run_1/detail.png
Scale bar: 10 um. Region (43, 21) to (68, 46) um. Cells in grey, sequential cells in the stronger grey; small squares are vias.
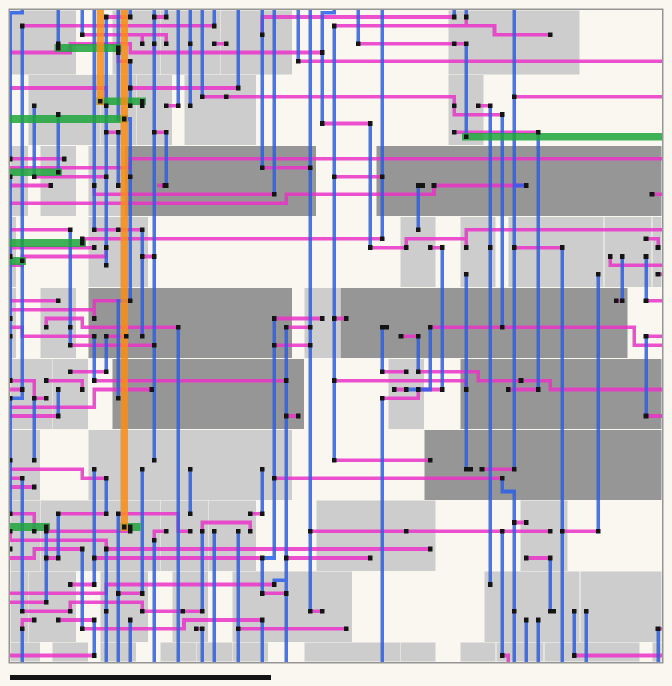
run_1/placement.png
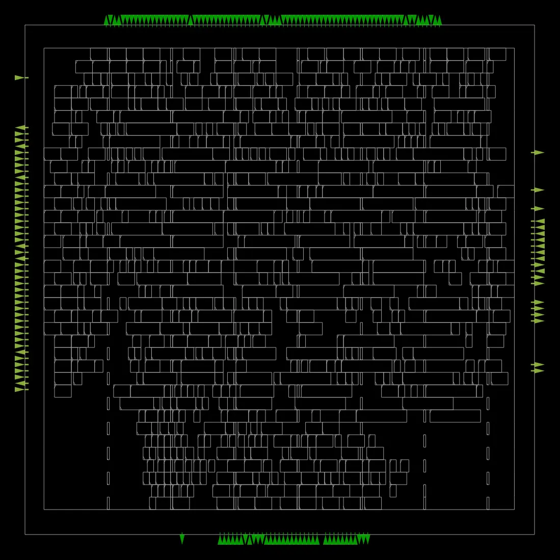
run_1/metal_density.png
The die is cut into 22 by 22 equal tiles; black is low, pale yellow is high, scaled to the fullest tile. Values are wire area over tile area, all layers added.
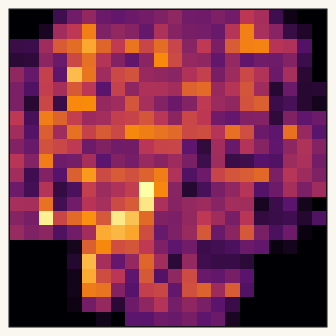
run_1/clk_routes.png
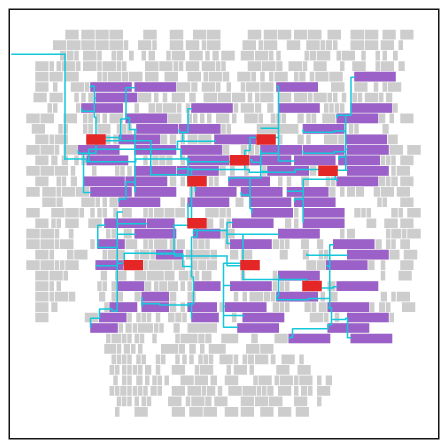
### src/rtl/rr_burst_arbiter_if.sv
// Requester and output channel bundle for rr_burst_arbiter.
// master drives requests and out_ready_i; slave is the arbiter.
interface rr_burst_arbiter_if #(
    parameter int NUM_REQ    = 4,
    parameter int DATA_WIDTH = 32,
    parameter int ID_WIDTH   = $clog2(NUM_REQ)
);
    logic [NUM_REQ-1:0]            req_valid_i;
    logic [NUM_REQ*DATA_WIDTH-1:0] req_data_i;
    logic [NUM_REQ-1:0]            req_last_i;
    logic [NUM_REQ-1:0]            req_ready_o;
    logic [DATA_WIDTH-1:0]         out_data_o;
    logic                          out_last_o;
    logic [ID_WIDTH-1:0]           out_id_o;
    logic                          out_valid_o;
    logic                          out_ready_i;
    logic                          busy_o;

    modport master (
        output req_valid_i, req_data_i, req_last_i, out_ready_i,
        input  req_ready_o, out_data_o, out_last_o, out_id_o,
        input  out_valid_o, busy_o
    );

    modport slave (
        input  req_valid_i, req_data_i, req_last_i, out_ready_i,
        output req_ready_o, out_data_o, out_last_o, out_id_o,
        output out_valid_o, busy_o
    );
endinterface

### src/rtl/rr_burst_arbiter.sv
// Round-robin burst arbiter: grant held until a last beat, with a
// 2-entry output FIFO that isolates out_ready_i from req_ready_o.
module rr_burst_arbiter #(
    parameter int NUM_REQ    = 4,
    parameter int DATA_WIDTH = 32,
    parameter int ID_WIDTH   = $clog2(NUM_REQ)
) (
    input logic              aclk,
    input logic              areset_n,
    rr_burst_arbiter_if.slave bus
);
    localparam logic [0:0] S_IDLE   = 1'b0;
    localparam logic [0:0] S_LOCKED = 1'b1;
    localparam logic [ID_WIDTH-1:0] LAST_ID = ID_WIDTH'(NUM_REQ - 1);

    logic [0:0]            r_state;
    logic [ID_WIDTH-1:0]   r_grant;
    logic [ID_WIDTH-1:0]   r_rr_ptr;

    logic [DATA_WIDTH-1:0] r_mem_data [2];
    logic                  r_mem_last [2];
    logic [ID_WIDTH-1:0]   r_mem_id   [2];
    logic [1:0]            r_wr_ptr;
    logic [1:0]            r_rd_ptr;
    logic                  r_full;
    logic                  r_empty;

    logic [ID_WIDTH-1:0]   w_winner;
    logic                  w_any_req;
    logic [NUM_REQ-1:0]    w_req_ready;
    logic                  w_push;
    logic                  w_push_last;
    logic [DATA_WIDTH-1:0] w_push_data;
    logic                  w_pop;
    logic [1:0]            w_wr_ptr_nxt;
    logic [1:0]            w_rd_ptr_nxt;
    logic                  w_full_nxt;
    logic                  w_empty_nxt;
    logic [ID_WIDTH-1:0]   w_ptr_after;

    function automatic logic [ID_WIDTH-1:0] wrap_add(
        input logic [ID_WIDTH-1:0] base,
        input int                  off
    );
        int s;
        s = int'(base) + off;
        if (s >= NUM_REQ) s = s - NUM_REQ;
        return ID_WIDTH'(s);
    endfunction

    // Downward scan so the smallest offset from rr_ptr is the final winner.
    always_comb begin
        w_winner  = r_rr_ptr;
        w_any_req = 1'b0;
        for (int k = NUM_REQ - 1; k >= 0; k--) begin
            if (bus.req_valid_i[wrap_add(r_rr_ptr, k)]) begin
                w_winner  = wrap_add(r_rr_ptr, k);
                w_any_req = 1'b1;
            end
        end
    end

    always_comb begin
        w_req_ready = '0;
        if (r_state == S_LOCKED && !r_full) begin
            w_req_ready[r_grant] = 1'b1;
        end
    end

    assign w_push      = |(w_req_ready & bus.req_valid_i);
    assign w_push_last = bus.req_last_i[r_grant];
    assign w_push_data = bus.req_data_i[r_grant*DATA_WIDTH +: DATA_WIDTH];
    assign w_pop       = !r_empty && bus.out_ready_i;
    assign w_ptr_after = (r_grant == LAST_ID) ? '0 : r_grant + 1'b1;

    assign w_wr_ptr_nxt = r_wr_ptr + {1'b0, w_push};
    assign w_rd_ptr_nxt = r_rd_ptr + {1'b0, w_pop};
    assign w_full_nxt   = (w_wr_ptr_nxt[1] != w_rd_ptr_nxt[1]) &&
                          (w_wr_ptr_nxt[0] == w_rd_ptr_nxt[0]);
    assign w_empty_nxt  = (w_wr_ptr_nxt == w_rd_ptr_nxt);

    always_ff @(posedge aclk) begin
        if (!areset_n) begin
            r_state  <= S_IDLE;
            r_grant  <= '0;
            r_rr_ptr <= '0;
        end else if (r_state == S_IDLE) begin
            if (w_any_req) begin
                r_grant <= w_winner;
                r_state <= S_LOCKED;
            end
        end else if (w_push && w_push_last) begin
            r_state  <= S_IDLE;
            r_rr_ptr <= w_ptr_after;
        end
    end

    always_ff @(posedge aclk) begin
        if (!areset_n) begin
            r_wr_ptr <= '0;
            r_rd_ptr <= '0;
            r_full   <= 1'b0;
            r_empty  <= 1'b1;
            for (int i = 0; i < 2; i++) begin
                r_mem_data[i] <= '0;
                r_mem_last[i] <= 1'b0;
                r_mem_id[i]   <= '0;
            end
        end else begin
            r_wr_ptr <= w_wr_ptr_nxt;
            r_rd_ptr <= w_rd_ptr_nxt;
            r_full   <= w_full_nxt;
            r_empty  <= w_empty_nxt;
            if (w_push) begin
                r_mem_data[r_wr_ptr[0]] <= w_push_data;
                r_mem_last[r_wr_ptr[0]] <= w_push_last;
                r_mem_id[r_wr_ptr[0]]   <= r_grant;
            end
        end
    end

    assign bus.req_ready_o = w_req_ready;
    assign bus.busy_o      = (r_state == S_LOCKED);
    assign bus.out_valid_o = !r_empty;
    assign bus.out_data_o  = r_empty ? '0 : r_mem_data[r_rd_ptr[0]];
    assign bus.out_last_o  = r_empty ? 1'b0 : r_mem_last[r_rd_ptr[0]];
    assign bus.out_id_o    = r_empty ? '0 : r_mem_id[r_rd_ptr[0]];
endmodule

### src/flat_wrapper.sv
// flat-port wrapper written by rule: the top's interface ports become plain ports
module rr_burst_arbiter_flat 
#(
    parameter int NUM_REQ    = 4,
    parameter int DATA_WIDTH = 32,
    parameter int ID_WIDTH   = $clog2(NUM_REQ)
)
  (aclk, areset_n, bus_req_valid_i, bus_req_data_i, bus_req_last_i, bus_out_ready_i, bus_req_ready_o, bus_out_data_o, bus_out_last_o, bus_out_id_o, bus_out_valid_o, bus_busy_o);
  rr_burst_arbiter_if #(.NUM_REQ(NUM_REQ), .DATA_WIDTH(DATA_WIDTH), .ID_WIDTH(ID_WIDTH)) bus_i ();
  input logic aclk;
  input logic areset_n;
  input wire logic [$bits(bus_i.req_valid_i)-1:0] bus_req_valid_i;
  input wire logic [$bits(bus_i.req_data_i)-1:0] bus_req_data_i;
  input wire logic [$bits(bus_i.req_last_i)-1:0] bus_req_last_i;
  input wire logic [$bits(bus_i.out_ready_i)-1:0] bus_out_ready_i;
  output wire logic [$bits(bus_i.req_ready_o)-1:0] bus_req_ready_o;
  output wire logic [$bits(bus_i.out_data_o)-1:0] bus_out_data_o;
  output wire logic [$bits(bus_i.out_last_o)-1:0] bus_out_last_o;
  output wire logic [$bits(bus_i.out_id_o)-1:0] bus_out_id_o;
  output wire logic [$bits(bus_i.out_valid_o)-1:0] bus_out_valid_o;
  output wire logic [$bits(bus_i.busy_o)-1:0] bus_busy_o;
  assign bus_i.req_valid_i = bus_req_valid_i;
  assign bus_i.req_data_i = bus_req_data_i;
  assign bus_i.req_last_i = bus_req_last_i;
  assign bus_i.out_ready_i = bus_out_ready_i;
  assign bus_req_ready_o = bus_i.req_ready_o;
  assign bus_out_data_o = bus_i.out_data_o;
  assign bus_out_last_o = bus_i.out_last_o;
  assign bus_out_id_o = bus_i.out_id_o;
  assign bus_out_valid_o = bus_i.out_valid_o;
  assign bus_busy_o = bus_i.busy_o;
  rr_burst_arbiter #(.NUM_REQ(NUM_REQ), .DATA_WIDTH(DATA_WIDTH), .ID_WIDTH(ID_WIDTH)) u_core (.aclk(aclk), .areset_n(areset_n), .bus(bus_i));
endmodule
### config.mk
export PLATFORM = sky130hd
export DESIGN_NAME = rr_burst_arbiter_flat
export DESIGN_NICKNAME = d
export VERILOG_FILES = /design/src/rtl/rr_burst_arbiter_if.sv /design/src/rtl/rr_burst_arbiter.sv /design/src/flat_wrapper.sv
export SDC_FILE = /design/constraint.sdc
export NUM_CORES = 1
export LEC_CHECK = 0
export ABC_AREA = 1
export CAP_MARGIN = 10
export CORE_MARGIN = 4
export CORE_UTILIZATION = 45
export CTS_CLUSTER_DIAMETER = 150
export DETAILED_ROUTE_END_ITERATION = 6
export PLACE_DENSITY = 0.81
export SETUP_SLACK_MARGIN = 0.3
export SYNTH_ARGS = -nofsm -noshare
export SYNTH_HDL_FRONTEND = slang
export SYNTH_SLANG_ARGS = --single-unit
### constraint.sdc
create_clock -name aclk -period 3.75 [get_ports aclk]
set_clock_uncertainty 0.15 [all_clocks]
set_input_delay 0.75 -clock aclk [delete_from_list [all_inputs] [get_ports aclk]]
set_output_delay 0.75 -clock aclk [all_outputs]
set_load 0.03 [all_outputs]
==> impl_metrics.ini, run 1 <==
; generated from flow reports
[clock_tree]
postCtsHoldBufs = 0
numCtsBuffers = 9
clk_pin_slew_worst_paths_ns = 0.08
cts.sinks = 82
cts_setup_buffers = 0
cts_tree = done
cts-resized-gates = 0
cts_root_buf = clkbuf_8

[logic_synthesis]
synth_warnings = 0
netlist_top_cells_count = nor2_1 (143), nand2_1 (139), edfxtp_1 (68), o21ai_0 (44), a21oi_1 (35)
syn_nets = 731
largest_area_cell = edfxtp_1
yosysCellCount = 586
avgSynthCellArea_sq_um = 8.16
ys_area_sq_um = 4780
netlist_area_sq_um = 4780
edf_count = 68

[drt]
wl_per_cell_um = 15.6
wl_met2_um = 7080
wl_met3_um = 1000

[min_path]
hold_path.class = flop to flop
min_path_cells = 2
hold_start = u_core.r_mem_last[0]

[cells_and_area]
fill_cells = 845
nNonClkBuffers = 190
layout-area-overhead-vs-synth_pct = 41.6
sh_seq_area = 0.343
drive_above_1_share = 0.0747
final_cells = 886
largest_class = flip-flops and latches
num-nonclk-inverters = 27
logic_area_sq_um = 2130
fin_util = 0.656
num-nets-final = 891
postLayoutCellArea_sq_um = 6780

[place]
numPortBuffers = 179
gp_congestion = 0.853
place_worst_setup_slack_ns = 0.948
hpwl_um = 10100

[sta]
worst_pin_slew_ns = 0.657
rsz0062_at_grt = no
totalNegativeSetupSlack_ns = 0
min_period_over_period = 0.830
drv_slew = 0
hold_ws_ns = 0.337
relSlewSlack = 0.561
setup_ws_ns = 0.638

[critical_path]
reg2regPathDepth = 9
cp.arrival_ns = 2.21
worstPathRequired_ns = 2.85
crit_fanout = 33
crit_path_end_kind = output port
r2r_slack_ns = 1.20

[global_route]
busiest_layer = met2
overflow = 0
grt_pass1_wl_um = 22300

[pwr]
pwr-share-seq = 0.369
finalPower_uw = 3140
ir_worst_vdd_mv = 0.248
power_frac_comb = 0.433
intPower_uw = 1930

[flow_run]
maxCapViolCount = 0
openroad.warnings = 29

[floorplan]
dieArea_sq_um = 12300
fp_util = 0.463
num_io_pins = 180
die_w_um = 111

[status]
status = finished clean
## Picture notes: detail.png
legend:
  orange:
    layer: metal 4
  magenta:
    layer: metal 1
  green:
    layer: metal 3
  blue:
    layer: metal 2
sequential cells in the window: 7
most frequent: nor2_1 (8), nand3_1 (5), edfxtp_1 (4)
cells with their middle in the window: 43
netlist names of flops here include: u_core.r_mem_data (4), u_core.r_grant (2)

## Picture notes: placement.png
Well Taps: 136
core area: 10300 sq um

## Picture notes: metal_density.png
mean over tiles: 0.18
nearly empty tiles: 14%
emptiest ninth of the die: lower right
fullest tile: 0.52
tiles over half the peak: 24%
densest ninth of the die: centre
drt total wl: 13800 um
Vias: 4650

## Picture notes: clk_routes.png
legend:
  red:
    item: clock drivers
    count: 9
  purple:
    item: flip-flops
    count: 82
  cyan:
    item: clock wires
    length: 886 um
routed clock nets: 10
clk_lat worst skew: 0.34 ns
clock power share: 0.198
clk pwr: 622 uW

[run 1: cells in the final DEF (no fill, tap or decap)]
cell             count
clkinv_1             1
nor2_1             143
o21ai_0             44
xor2_1               1
a32o_1              32
nand3_4              2
inv_1               23
nand2_1            137
nor2_4               1
a21oi_2              1
a21oi_1             35
buf_4               16
nand2_2              2
inv_2                3
clkinv_4             1
nand4_4              1
nand4_1              2
xnor2_1              3
dfxtp_1             13
edfxtp_1            68
clkinv_2             1
clkdlybuf4s50_1    174
inv_6                1
clkbuf_8             9
dfxtp_2              1
nand3_1             10
o22ai_1              1
nor3_1               1
bufinv_16            1
clkinvlp_4           2
nor2_2              14
ha_1                 6
[run 1: worst reg2reg max path: cells and delay by family (launching register included)]
kind            cells  cell delay (ns)
xor+xnor            2             0.43
buf+inv             2             0.33
simple gates        2             0.32
compound gates      1             0.13
flops               1             0.59
fa+ha+maj           2             0.54
[run 1: flip-flops by register name, summed over array words and instances, names as in the netlist, named ones only]
register and flops:
u_core.bus.busy_o 1, u_core.r_mem_last 2, u_core.r_grant 2, u_core.r_full 1, u_core.r_mem_data 64, u_core.r_wr_ptr 2, u_core.r_empty 1, u_core.r_mem_id 4
u_core.r_rr_ptr 2, u_core.r_rd_ptr 2
[run 1: cell families (layout without fill, tap and decap cells)]
family	count (synthesis)	count (layout)	synth area share
adders and majority gates	6	6	0.0157
AOI/OAI and AO/OA	113	113	0.153
and+or+nand+nor	313	313	0.268
xor gates and xnor gates	4	4	0.00732
DFF	82	82	0.485
buffers and inverters	68	232	0.0711
[run 1: power by group through the flow]
stage	logic, uW	registers [uW]	clock network, uW
floorplan	900	1150	0
global placement	1330	1170	0
detailed placement	1360	1180	0
CTS	1360	1160	629
global route	1490	1170	671
finish	1360	1160	622
run_1/logic_types.png
Scale bar: 20 um.
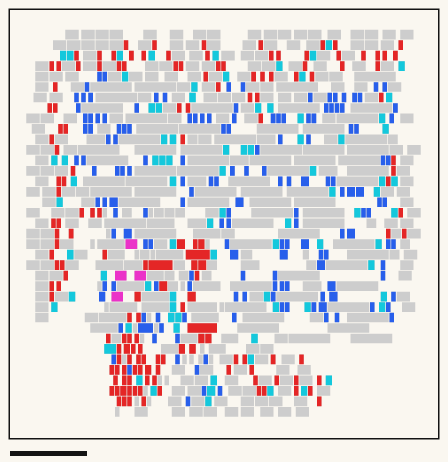

## Run 2: what changed since run 1
--- a/config.mk
+++ b/config.mk
@@ -8,10 +8,10 @@
 export ABC_AREA = 1
 export CAP_MARGIN = 10
 export CORE_MARGIN = 4
-export CORE_UTILIZATION = 45
+export CORE_UTILIZATION = 41
 export CTS_CLUSTER_DIAMETER = 150
 export DETAILED_ROUTE_END_ITERATION = 6
-export PLACE_DENSITY = 0.81
+export PLACE_DENSITY = 0.78
 export SETUP_SLACK_MARGIN = 0.3
 export SYNTH_ARGS = -nofsm -noshare
 export SYNTH_HDL_FRONTEND = slang
==> constraint.sdc (replaced) <==
create_clock -name aclk -period 2.7 [get_ports aclk]
set_clock_uncertainty 0.15 [all_clocks]
set_input_delay 0.54 -clock aclk [delete_from_list [all_inputs] [get_ports aclk]]
set_output_delay 0.54 -clock aclk [all_outputs]
set_load 0.03 [all_outputs]
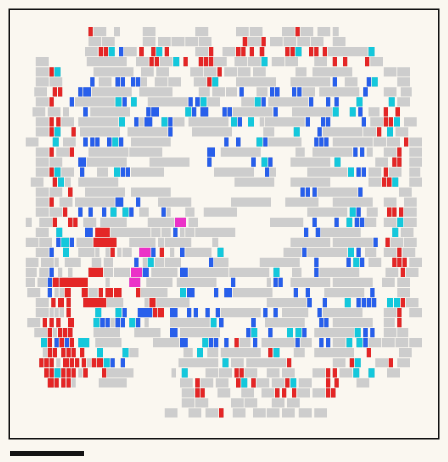
run_2/logic_types.png
Scale bar: 20 um.
legend:
  magenta:
    family: xor and xnor cells
    cells: 4
    most_used: xnor2_1
  blue:
    family: nor cells
    cells: 159
    most_used: nor2_1
  cyan:
    family: aoi and oai cells
    cells: 81
    most_used: o21ai_0
    where: all over the die
  red:
    family: nand cells
    cells: 154
    most_used: nand2_1
    where: all over the die
Commonest Layout Cell: nor2_1
multi-input combinational area share: 0.311
Finished Layout Cells: 897

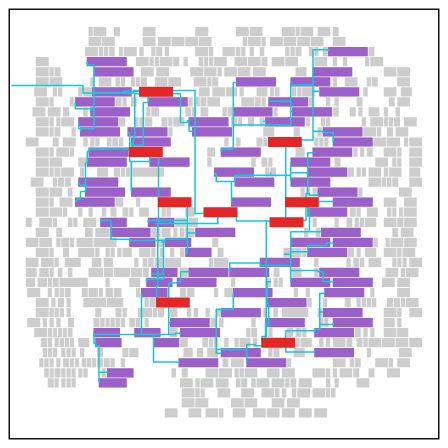
run_2/clk_routes.png
legend:
  purple:
    item: flip-flops
    count: 82
  red:
    item: clock drivers
    count: 9
  cyan:
    item: clock wires
    length: 936 um
routed clock nets: 10
clk_lat worst skew: 0.32 ns
clock power share: 0.251

==> run 2 against run 1 <==
Final cell count grew 1.2%. First-iteration DRC count shrank 18%. Clock-buffer cell count grew 5. Synthesized cell count is the same. Critical path depth shrank 3. Worst setup slack lost 0.23 ns.
==> impl_metrics.ini, run 2 <==
; generated from flow reports
[critical_path]
crit_fanout = 17
worstPathRequired_ns = 2.01

[logic_synthesis]
ys_area_sq_um = 4780
syn_nets = 731
edf_count = 68
fa_ha_area_frac = 0.0157
netlist_top_cells_count = nor2_1 (143), nand2_1 (139), edfxtp_1 (68), o21ai_0 (44), a21oi_1 (35)
compound_area_frac = 0.153
netlist_area_sq_um = 4780
synth_warnings = 0
largest_area_cell = edfxtp_1

[sta]
worst_pin_slew_ns = 0.494
totalNegativeSetupSlack_ns = 0
rsz0062_at_grt = yes
min_period_over_period = 0.847

[flow_run]
openroad.warnings = 30

[floorplan]
num_io_pins = 180
fp_util = 0.419
dieArea_sq_um = 13500

[place]
numPortBuffers = 179
hpwl_um = 9750

[drt]
vias = 4605

[clock_tree]
postCtsHoldBufs = 0
numCtsBuffers = 9
cts_root_buf = clkbuf_16
cts.sinks = 82

[cells_and_area]
drive_above_1_share = 0.0889
lay_top_cells = nor2_1 (143), clkdlybuf4s50_1 (140), nand2_1 (137), edfxtp_1 (68), o21ai_0 (44)
largest_reg_flops = 64
logic_area_sq_um = 2140

[pwr]
pg_comb_uw = 1830
p_seq_uw = 1590
power_leader = combinational logic
intPower_uw = 2930
pwr-share-seq = 0.348
finalPower_uw = 4570
clk-power_uw = 1150

[status]
status = finished clean
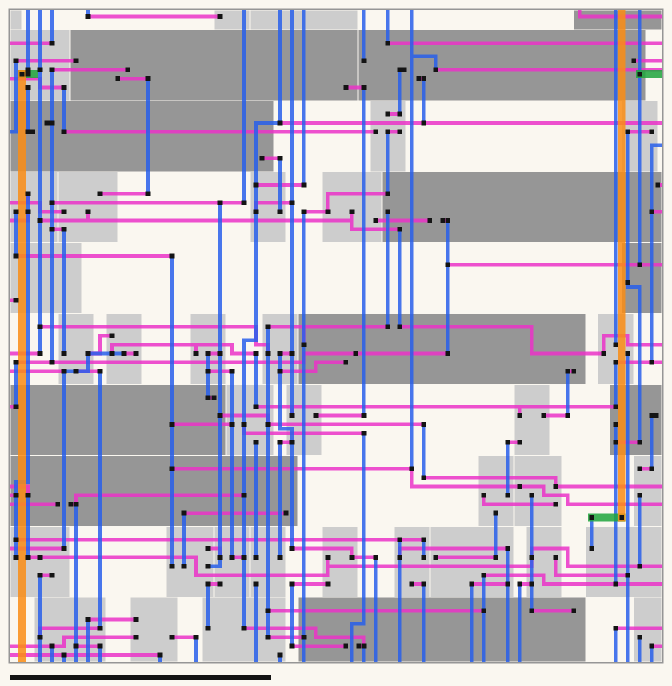
run_2/detail.png
Scale bar: 10 um. Region (46, 22) to (71, 47) um. Cells in grey, sequential cells in the stronger grey; small squares are vias.
legend:
  orange:
    layer: metal 4
  magenta:
    layer: metal 1
  green:
    layer: metal 3
  blue:
    layer: metal 2
sequential cells in the window: 8
most frequent: nor2_1 (15), edfxtp_1 (8)
cells with their middle in the window: 38
netlist names of flops here include: u_core.r_mem_data (5), u_core.r_mem_id (3)

-- run 2: metrics by stage --
step | utilization | instance area, sq um | hold slack (ns) | instances
after floorplan | - | 4800 | 0.293 | 586
after global placement | 0.581 | 6630 | 0.309 | 881
after detailed placement | 0.581 | 6630 | 0.315 | 881
after CTS | 0.603 | 6880 | 0.324 | 897
after global routing | 0.601 | 6860 | 0.338 | 897
final | 0.601 | 6860 | 0.323 | 897
-- run 2: logic make-up after synthesis --
logic type,count (synthesis)
DFF,82
xor gates and xnor gates,4
adders and majority gates,6
buffers and inverters,68
and+or+nand+nor,313
AOI/OAI and AO/OA,113
-- run 2: worst reg2reg max path, cell delays in order (launching register included) --
cell     delay (ns)
dfxtp_2        0.37
buf_4          0.33
ha_1           0.24
nand3_1        0.12
nand4_4        0.14
nand3_4        0.10
nand2_4        0.39
-- run 2: final timing paths --
path | depth (start not counted) | slack, ns | endpoint | start
max | 3 | 0.41 | bus_out_valid_o | u_core.r_empty
min | 2 | 0.32 | u_core.r_mem_last[0] | u_core.r_mem_last[0]
max reg2reg | 6 | 0.48 | u_core.r_mem_data[0][18] | u_core.r_grant[0]
min reg2reg | 2 | 0.32 | u_core.r_mem_last[0] | u_core.r_mem_last[0]
-- run 2: timing repair --
item                                   CTS  global route
setup buffers                            0             0
gates resized                           34            19
pin swaps                                0             0
endpoints found under the hold margin    0             0
setup endpoints to repair               32            13
-- run 2: area by class of cell --
cell class / count / share of cell area
clock buffer: 14 / 0.0401
clock inverter: 2 / 0.00146
inverter: 27 / 0.0149
multi-input combinational: 436 / 0.311
sequential: 82 / 0.339
tap: 143 / 0.0261
timing repair buffer: 193 / 0.267
-- run 2: layer usage --
metal / vias to the layer above / wire (um)
li1: 2300 / -
met1: 2125 / 5310
met2: 160 / 6600
met3: 20 / 1060
met4: 0 / 244
met5: - / 0
run_2/placement.png
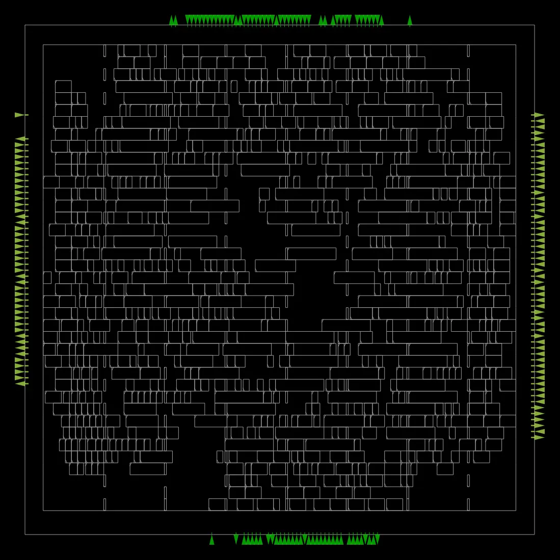

## Run 3: what changed since run 2
==> constraint.sdc (replaced) <==
create_clock -name aclk -period 2 [get_ports aclk]
set_clock_uncertainty 0.15 [all_clocks]
set_input_delay 0.4 -clock aclk [delete_from_list [all_inputs] [get_ports aclk]]
set_output_delay 0.4 -clock aclk [all_outputs]
set_load 0.03 [all_outputs]
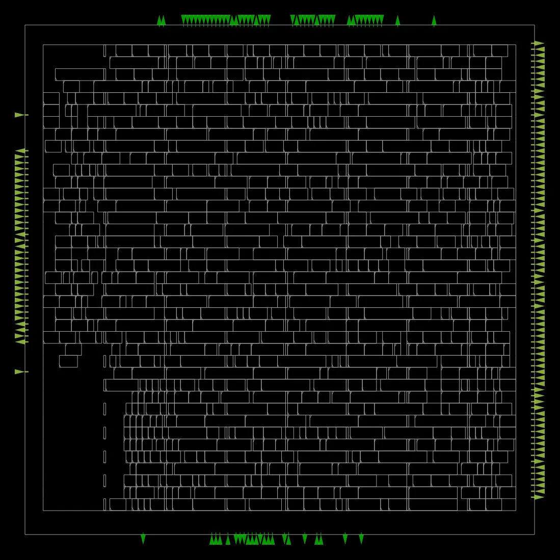
run_3/placement.png
flop share of the area: 0.241
sequential cell count: 82
core area: 11400 sq um

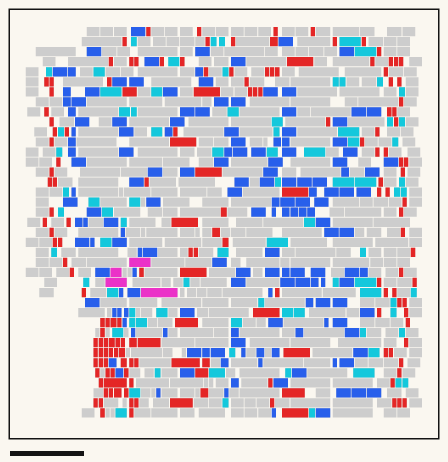
run_3/logic_types.png
Scale bar: 20 um.
legend:
  red:
    family: nand cells
    cells: 163
    most_used: nand2_1
    where: all over the die
  cyan:
    family: aoi and oai cells
    cells: 81
    most_used: a21oi_1
    where: all over the die
  blue:
    family: nor cells
    cells: 159
    most_used: nor2_4
  magenta:
    family: xor and xnor cells
    cells: 4
Commonest Layout Cell: clkdlybuf4s50_1
Finished Layout Cells: 976

==> run 3 against run 2 <==
Routed wire length increased by 88%. Clock power increased by 61%. Register-to-register slack got worse by 0.53 ns. Critical path depth increased by 6. Combinational power increased to 2.8 times the previous value. Sequential share of layout area decreased by 9.7 points. Cell area increased by 41%. Synthesized area unchanged. Global-route usage increased by 9.5 points. Hold slack improved by 0.062 ns. Largest power group unchanged. Utilization increased by 25 points. Final cell count increased by 8.8%. The flow now finishes with violations (negative setup slack).
==> impl_metrics.ini, run 3 <==
; generated from flow reports
[floorplan]
fp_util = 0.419
num_io_pins = 180
tap-cell-count = 143
dieArea_sq_um = 13500

[pwr]
clk-power_uw = 1850
pg_comb_uw = 5120
power_leader = combinational logic
intPower_uw = 5440
finalPower_uw = 9230
pwr-share-clk = 0.200
pwr_density_cell_nw_per_um2 = 954
pwr-share-seq = 0.245

[drt]
wl_met3_um = 2430
wl_met1_um = 8510
routed.top_layer = met4

[sta]
totalNegativeSetupSlack_ns = -0.559
worst_pin_slew_ns = 0.436
hold_ws_ns = 0.385
min_period_over_period = 1.02
setup_ws_ns = -0.0458
rsz0062_at_grt = yes
finalSetupViolCount = 31

[logic_synthesis]
ys_area_sq_um = 4780
netlist_top_cells_count = nor2_1 (143), nand2_1 (139), edfxtp_1 (68), o21ai_0 (44), a21oi_1 (35)
largest_area_cell = edfxtp_1
synth_warnings = 0
edf_count = 68

[flow_run]
openroad.warnings = 32

[cells_and_area]
drive_above_1_share = 0.432
lay_top_cells = clkdlybuf4s50_1 (134), nand2_1 (133), nor2_4 (102), edfxtp_1 (68), buf_6 (53)
num-nonclk-inverters = 27
largest_reg_flops = 64
comb_area_share = 0.363
largest_class = logic gates
final-clk-cell-share = 0.0330
comb_cells = 445
clockBufferCount = 10
nNonClkBuffers = 263

[clock_tree]
numCtsBuffers = 9
postCtsHoldBufs = 0
cts_root_buf = clkbuf_16

[critical_path]
timing.rr.end = u_core.r_mem_data[1][18]
reg2regPathDepth = 9
crit_fanout = 8
r2r-start = u_core.bus.busy_o
endpoint = u_core.r_mem_data[1][18]
cp-startpoint = u_core.bus.busy_o
worstPathRequired_ns = 2.03
r2r_slack_ns = -0.05

[status]
status = finished with violations
violations = negative setup slack

[place]
hpwl_um = 10700

[min_path]
min_path_cells = 2
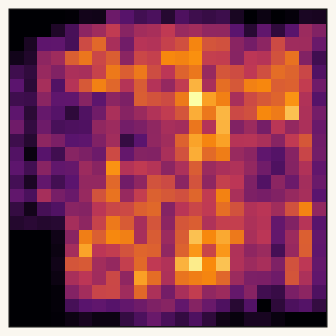
run_3/metal_density.png
The die is cut into 23 by 23 equal tiles; black is low, pale yellow is high, scaled to the fullest tile. Values are wire area over tile area, all layers added.
mean over tiles: 0.32
tiles over half the peak: 31%
emptiest ninth of the die: lower left
fullest tile: 0.82
nearly empty tiles: 7.6%
drt total wl: 24800 um
Vias: 5864

-- run 3: cell counts after synthesis --
No cell type changed its count.
-- run 3: cell families (layout without fill, tap and decap cells) --
| logic type | count (synthesis) | count (layout) | synth area share |
|---|---|---|---|
| buffers and inverters | 68 | 306 | 0.0711 |
| AOI/OAI and AO/OA | 113 | 113 | 0.153 |
| adders and majority gates | 6 | 6 | 0.0157 |
| DFF | 82 | 82 | 0.485 |
| xor gates and xnor gates | 4 | 4 | 0.00732 |
| and+or+nand+nor | 313 | 322 | 0.268 |
-- run 3: worst min-delay path by stage --
stage	start	to	slack [ns]
after floorplan	u_core.r_mem_last[0]	u_core.r_mem_last[0]	0.29
final	u_core.r_mem_last[1]	u_core.r_mem_last[1]	0.38
after global routing	u_core.r_mem_last[1]	u_core.r_mem_last[1]	0.39
after detailed placement	u_core.r_mem_last[0]	u_core.r_mem_last[0]	0.30
after global placement	u_core.r_mem_last[0]	u_core.r_mem_last[0]	0.30
after CTS	u_core.r_mem_last[0]	u_core.r_mem_last[0]	0.33
-- run 3: repair_timing --
| item | in CTS | in global routing |
|---|---|---|
| gates resized | 281 | 136 |
| buffers inserted | 27 | 8 |
| pin swaps | 32 | 32 |
| endpoints found under the setup margin | 187 | 186 |
| cloned | 21 | 5 |
-- run 3: critical path, stage by stage (launching register included) --
cell	delay (ns)
dfxtp_2	0.34
inv_2	0.05
nor2_4	0.19
buf_6	0.18
nand3_4	0.09
nand4_4	0.18
nand3_4	0.20
buf_6	0.22
buf_16	0.14
nor2_1	0.15
-- run 3: per-stage QoR --
stage | instance area, sq um | instances | util
floorplan | 5180 | 586 | -
global route | 9680 | 976 | 0.848
CTS | 9020 | 963 | 0.790
finish | 9680 | 976 | 0.848
global placement | 7030 | 899 | 0.616
detailed placement | 7030 | 899 | 0.616
No activity file was given, so power comes from the tool's default toggle rates.
